### src/rtl/display_capture.sv
// Passive monitor for the multiplexed 7-segment lock display: debounces each scanned
// digit, assembles four-digit frames and reports locked / unlocked / stalled status.
module display_capture #(
    parameter int STABLE_CYCLES  = 4,
    parameter int TIMEOUT_CYCLES = 1000000
) (
    input  logic        clk,
    input  logic        rst,
    input  logic [3:0]  enable,
    input  logic [7:0]  toDisplay,
    output logic [11:0] digits,
    output logic        frame_valid,
    output logic        frame_err,
    output logic        is_locked,
    output logic        is_unlocked,
    output logic        stalled
);
    typedef enum logic [2:0] {
        SYM_A   = 3'd0,
        SYM_B   = 3'd1,
        SYM_C   = 3'd2,
        SYM_L   = 3'd3,
        SYM_U   = 3'd4,
        SYM_OFF = 3'd5,
        SYM_BAD = 3'd7
    } sym_e;

    localparam logic [7:0]  STABLE_MAX  = 8'(STABLE_CYCLES);
    localparam logic [7:0]  STABLE_PRE  = 8'(STABLE_CYCLES - 1);
    localparam logic [23:0] TIMEOUT_PRE = 24'(TIMEOUT_CYCLES - 1);
    localparam logic [11:0] ALL_OFF     = {SYM_OFF, SYM_OFF, SYM_OFF, SYM_OFF};
    localparam logic [11:0] ALL_L       = {SYM_L, SYM_L, SYM_L, SYM_L};
    localparam logic [11:0] ALL_U       = {SYM_U, SYM_U, SYM_U, SYM_U};

    function automatic sym_e decode(input logic [7:0] seg);
        case (seg)
            8'h88:   decode = SYM_A;
            8'h83:   decode = SYM_B;
            8'hC6:   decode = SYM_C;
            8'hC7:   decode = SYM_L;
            8'hC1:   decode = SYM_U;
            8'hFF:   decode = SYM_OFF;
            default: decode = SYM_BAD;
        endcase
    endfunction

    logic [11:0] s_q, s_d, s_prev_q, s_prev_d;
    logic [7:0]  cnt_q, cnt_d;
    logic [3:0]  seen_q, seen_d;
    logic        bad_q, bad_d;
    logic [11:0] shadow_q, shadow_d;
    logic [23:0] idle_q, idle_d;
    logic [11:0] digits_q, digits_d;
    logic        frame_valid_q, frame_valid_d;
    logic        frame_err_q, frame_err_d;
    logic        is_locked_q, is_locked_d;
    logic        is_unlocked_q, is_unlocked_d;
    logic        stalled_q, stalled_d;

    logic        capture;
    logic        legal;
    logic        blank;
    logic [1:0]  sel_idx;
    sym_e        code;

    // A capture fires exactly once per stable run: on the cnt step into saturation.
    assign capture = (s_q == s_prev_q) && (cnt_q == STABLE_PRE);
    assign legal   = $onehot(~s_q[11:8]);
    assign blank   = &s_q[11:8];
    assign code    = decode(s_q[7:0]);

    always_comb begin
        sel_idx = 2'd0;
        for (int k = 0; k < 4; k++) begin
            if (!s_q[8 + k]) sel_idx = 2'(k);
        end
    end

    always_comb begin
        // NOTE: every _d takes a default first, so no path through this block can infer a latch.
        s_d           = {enable, toDisplay};
        s_prev_d      = s_q;
        cnt_d         = '0;
        seen_d        = seen_q;
        bad_d         = bad_q;
        shadow_d      = shadow_q;
        idle_d        = (idle_q == '1) ? idle_q : idle_q + 24'd1;
        digits_d      = digits_q;
        frame_valid_d = 1'b0;
        frame_err_d   = 1'b0;
        is_locked_d   = is_locked_q;
        is_unlocked_d = is_unlocked_q;
        stalled_d     = stalled_q;

        if (s_q == s_prev_q) begin
            cnt_d = (cnt_q == STABLE_MAX) ? cnt_q : cnt_q + 8'd1;
        end

        if (capture && (legal || blank)) begin
            idle_d = '0;
        end else if (idle_q == TIMEOUT_PRE) begin
            stalled_d = 1'b1;
            seen_d    = '0;
            bad_d     = 1'b0;
        end

        if (capture && legal) begin
            for (int k = 0; k < 4; k++) begin
                if (sel_idx == 2'(k)) shadow_d[3*k +: 3] = code;
            end
            seen_d    = seen_q | (4'b0001 << sel_idx);
            bad_d     = bad_q | (code == SYM_BAD);
            stalled_d = 1'b0;
            if (seen_d == 4'hF) begin
                digits_d      = shadow_d;
                frame_valid_d = 1'b1;
                frame_err_d   = bad_d;
                is_locked_d   = (shadow_d == ALL_L);
                is_unlocked_d = (shadow_d == ALL_U);
                seen_d        = '0;
                bad_d         = 1'b0;
            end
        end else if (capture && !blank) begin
            bad_d = 1'b1;
        end
    end

    always_ff @(posedge clk) begin
        // NOTE: state is updated only with non-blocking assignments; reset is synchronous.
        if (rst) begin
            s_q           <= 12'hFFF;
            s_prev_q      <= 12'hFFF;
            cnt_q         <= '0;
            seen_q        <= '0;
            bad_q         <= 1'b0;
            shadow_q      <= ALL_OFF;
            idle_q        <= '0;
            digits_q      <= ALL_OFF;
            frame_valid_q <= 1'b0;
            frame_err_q   <= 1'b0;
            is_locked_q   <= 1'b0;
            is_unlocked_q <= 1'b0;
            stalled_q     <= 1'b0;
        end else begin
            s_q           <= s_d;
            s_prev_q      <= s_prev_d;
            cnt_q         <= cnt_d;
            seen_q        <= seen_d;
            bad_q         <= bad_d;
            shadow_q      <= shadow_d;
            idle_q        <= idle_d;
            digits_q      <= digits_d;
            frame_valid_q <= frame_valid_d;
            frame_err_q   <= frame_err_d;
            is_locked_q   <= is_locked_d;
            is_unlocked_q <= is_unlocked_d;
            stalled_q     <= stalled_d;
        end
    end

    assign digits      = digits_q;
    assign frame_valid = frame_valid_q;
    assign frame_err   = frame_err_q;
    assign is_locked   = is_locked_q;
    assign is_unlocked = is_unlocked_q;
    assign stalled     = stalled_q;
endmodule

### config.mk
export PLATFORM = sky130hd
export DESIGN_NAME = display_capture
export DESIGN_NICKNAME = d
export VERILOG_FILES = /design/src/rtl/display_capture.sv
export SDC_FILE = /design/constraint.sdc
export NUM_CORES = 1
export LEC_CHECK = 0
export CORE_AREA = 2 2 85 87
export CTS_CLUSTER_SIZE = 24
export DETAILED_ROUTE_END_ITERATION = 8
export DIE_AREA = 0 0 87 89
export PLACE_DENSITY = 0.81
export REMOVE_ABC_BUFFERS = 1
export SETUP_SLACK_MARGIN = 0.5
export SYNTH_ARGS = -nofsm -noshare
export SYNTH_HDL_FRONTEND = slang
export SYNTH_SLANG_ARGS = --single-unit
### constraint.sdc
create_clock -name clk -period 5.2 [get_ports clk]
set_input_delay 0.52 -clock clk [delete_from_list [all_inputs] [get_ports clk]]
set_output_delay 0.52 -clock clk [all_outputs]
set_load 0.01 [all_outputs]
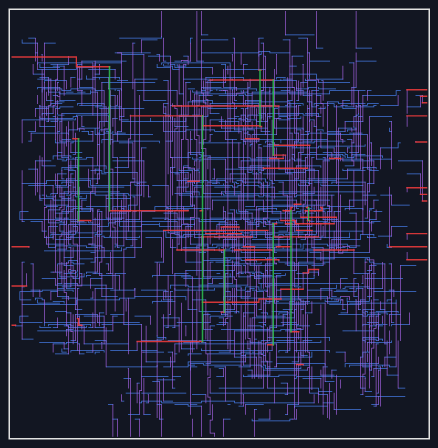
*Metal layers overlaid*
colour	layer	wire length
red	met3	346 um
purple	met2	4,330 um
green	met4	187 um
blue	met1	3,920 um

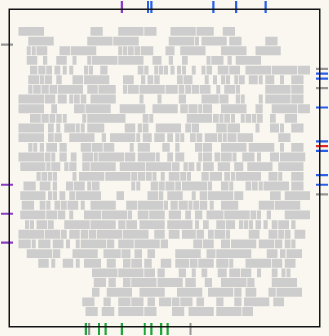
*Pin placement*
Pins as bars across the die edge, other pins in grey.
colour	port	pins	direction	edge
green	`toDisplay`	8	input	south
blue	`digits`	12	output	7 east, 5 north
red	`is_locked`	1	output	east
purple	`enable`	4	input	3 west, 1 north
Vert. Die Dim: 89 um
IO Port Bufs: 30
die width: 87 um

==> out/results.txt <==
setup_tns -> 0 ns
Max Cap Violations -> 0
first-pass GRT wire length -> 14.85 mm
element type at the critical path start -> flip-flop
chip area -> 0.007743 mm2
CTS Buf Count -> 9
MI comb area -> 0.002188 mm2
data required time of the worst path -> 5.48 ns
final slew viol count -> 0
hold depth -> 2
Synth Instances -> 476
worst reg2reg setup slack -> 1.60 ns
PwrDens -> 274.5 mW/mm2
crit-path cells -> fa_1 > inv_1 > ha_1 > ha_1 > nor3b_1 > nand3_1 > nor4_1 > nand2_2 > nor4_2 > o2111ai_1 > a21oi_1
cell taking the most area after synthesis -> dfxtp_1
most frequent cells in the layout -> 90 x dfxtp_1, 59 x nor2_1, 56 x nand2_1, 30 x clkdlybuf4s50_1, 28 x nand3_1
CP max FO -> 18
count of nets after finishing -> 520
DRC -> 0
FFs w/ async S/R, synth -> 0
hold endpoint -> seen_q[0]
Routed Antenna Nets -> 0
hold buffers post-CTS -> 0
Fmax achieved -> 278.0 MHz
Late-Pin Clk Latency -> 0.36 ns
Std-Cell Rows -> 30
Distinct cells, synth -> 56
Crit-path slowest cell -> dfxtp_1
Worst Path Arrival -> 3.88 ns
Vias/cell -> 5.916
WL per Instance -> 15.04 um
Placer Congestion -> 0.9108
cell total in the yosys stat output -> 476
maximum clock path buffer count -> 2
Static Leak -> 0.001721 uW
aggregate global routing overflow -> 0
Clock transition at path regs -> 0.09 ns
Seq share, synth -> 0.4350
Tcrit/Tclk final -> 0.6918
area grow syn2layout -> 12.30%
CTS resizes -> 0
most numerous logic cell after layout -> dfxtp_1
Least-Margin Pin Slew -> 0.8796 ns
total track usage -> 0.2430
largest net degree at the start of global routing -> 31
final hold vios -> 0
initial antenna violation count -> 0
max_slew headroom -> 0.4118
Core Area -> 0.006719 mm2
Post-synth regs -> 90
dpl cells -> 568
Non-Filler Instances -> 584
Final Instance Area -> 0.004651 mm2
CTS Sinks -> 90
Layout Skew -> 0.01410 ns
RR Startpoint -> s_prev_d[11]
Fin Hold WS -> 0.4750 ns
I/O pin total -> 31
slowest stage delay, CP -> 0.69 ns
dominant register cell -> dfxtp_1
area reported by Yosys stat -> 0.004141 mm2
number of global-route vias before repair -> 3,239
final critical-path required period -> 3.598 ns
diode count -> 0
Hold Path Origin -> seen_q[0]
RR Endpoint -> is_unlocked
Post-CTS Repair Setup Buffers -> 0
Setup Crit Path Kind -> reg2reg
area share, top type -> 0.4350
EDFF count, synth -> 0
Worst Setup End Kind -> flip-flop
synth warn -> 0
Core Util at FP -> 0.6164
initial DRC count -> 259
endpoints failing setup -> 0
Log Warnings -> 27
Worst path most repeated cell -> ha_1
routed vias -> 3,455
VDD IR-drop max -> 0.1600 mV
routed wire length -> 8.786 mm
clock root buffer -> clkbuf_8
DP HPWL -> 6.374 mm
RSZ-0062 raised after global routing -> no
top cells, area -> dfxtp_1 44%, nor2_1 5.3%, nand2_1 5.1%, xnor2_1 5.1%, or2_2 3.5%
First-pass DRT Iterations -> 5
Hold WC Path Type -> reg2reg
fillers -> 562
number of H-tree levels -> 3
Syn Area/Cell -> 8.701 um2
r2r worst-path depth -> 11
placed cell area -> 0.004447 mm2
status -> finished, final reports clean
TritonCTS clock tree -> built
Mapped Area -> 0.004141 mm2
share of cells above drive strength 1 -> 0.09722
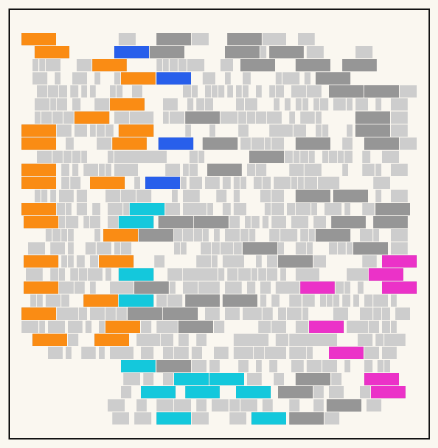
*Where the registers sit*
colour	signal	sequential cells
orange	`idle_q`	24
blue	`seen_q`	4
magenta	`cnt_q`	8
cyan	`s_prev_d`	12
not coloured	42
seq pwr: 716 uW
fraction of area in registers: 0.3874
register area: 0.001802 mm2
Final Util: 0.6922

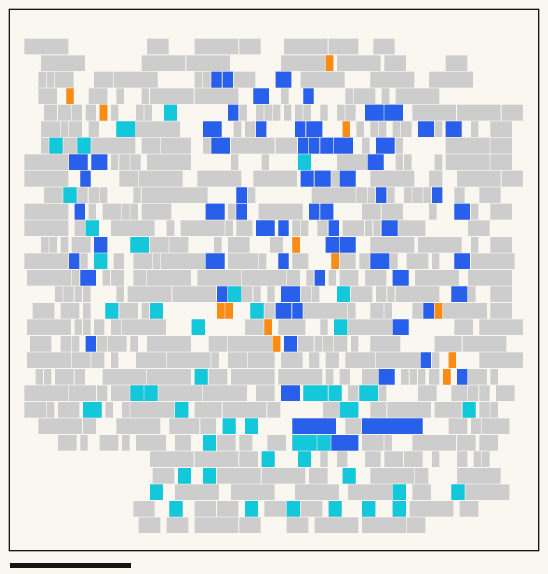
*Gate-type map*
Scale bar: 20 um.
colour	family	cells	most used
orange	inverters	13	inv_1
cyan	AND and OR gates	45	or2_2
blue	inverting AOI/OAI gates	67	a21oi_1

-- layout make-up --
class	instances	area share
clock inverters	6	0.01426
repair buffers	31	0.06618
clock buffers	10	0.02959
multi-input cells	354	0.4705
inverters	13	0.01049
well taps	80	0.02152
flip-flops and latches	90	0.3874
-- cell usage after synthesis (all sizes together) (5+ instances only) --
| cell type | count |
|---|---|
| nor4 | 6 |
| nor2 | 59 |
| o211ai | 14 |
| or2 | 23 |
| buf | 10 |
| dfxtp | 90 |
| nand2 | 57 |
| clkbuf | 8 |
| inv | 13 |
| o21ai | 11 |
| xor2 | 14 |
| nor3b | 5 |
| nand3 | 28 |
| xnor2 | 24 |
| ha | 6 |
| nor3 | 11 |
| and3 | 10 |
| mux2i | 8 |
| a21oi | 15 |
| nand4 | 8 |
-- per-stage QoR --
step | setup slack, ns | power (uW)
floorplan | 2.111 | 777.9
global placement | 1.843 | 806.7
CTS | 1.615 | 1285
global route | 1.144 | 1321
finish | 1.602 | 1277
detailed placement | 1.644 | 809.8
-- worst max-delay path, delay by kind of cell (launching register included) --
kind / cells / cell delay, ns
AOI/OAI and AO/OA: 2 / 0.35
adders and majority gates: 3 / 0.87
buffers and inverters: 1 / 0.07
DFF: 1 / 0.69
and+or+nand+nor: 5 / 1.54
-- report_power, final --
group	switching, uW	internal, uW
clock network	247	235
registers	16.4	699
logic	42.6	36.3
total	306	971
-- per-layer routing --
layer  global-route usage  vias up  share of wire
met5                    0        -              0
met4              0.09943        0          0.021
met3              0.04340       23          0.039
met2               0.4268       93           0.49
met1               0.2953     1626           0.45
li1                     -     1713              -
-- flip-flops by register name (all words and copies together) (netlist names) --
register and count:
cnt_q 8, frame_err 1, stalled 1, is_locked 1, is_unlocked 1, seen_q 4, frame_valid 1, idle_q 24
digits 12, shadow_q 12, s_prev_q 12, bad_q 1, s_prev_d 12
-- worst max-delay path by stage --
stage	startpoint	endpoint	slack, ns
5_1_grt	s_prev_d[11]	is_unlocked	1.14
3_3_place_gp	s_prev_d[11]	is_unlocked	1.84
6_report	s_prev_d[11]	is_unlocked	1.60
2_1_floorplan	s_prev_d[11]	is_unlocked	2.11
4_1_cts	s_prev_d[11]	is_unlocked	1.62
3_5_place_dp	s_prev_d[11]	is_unlocked	1.64
-- cell families (layout without fill, tap and decap cells) --
logic type,after synthesis,after routing,synth area share
simple gates,228,228,0.2755
flops,90,90,0.4350
xor+xnor,38,38,0.08036
mux,8,8,0.01934
compound gates,73,73,0.1302
fa+ha+maj,7,7,0.02296
buf+inv,32,60,0.03655
Power figures rest on the tool's default switching activity, not on a simulated workload.
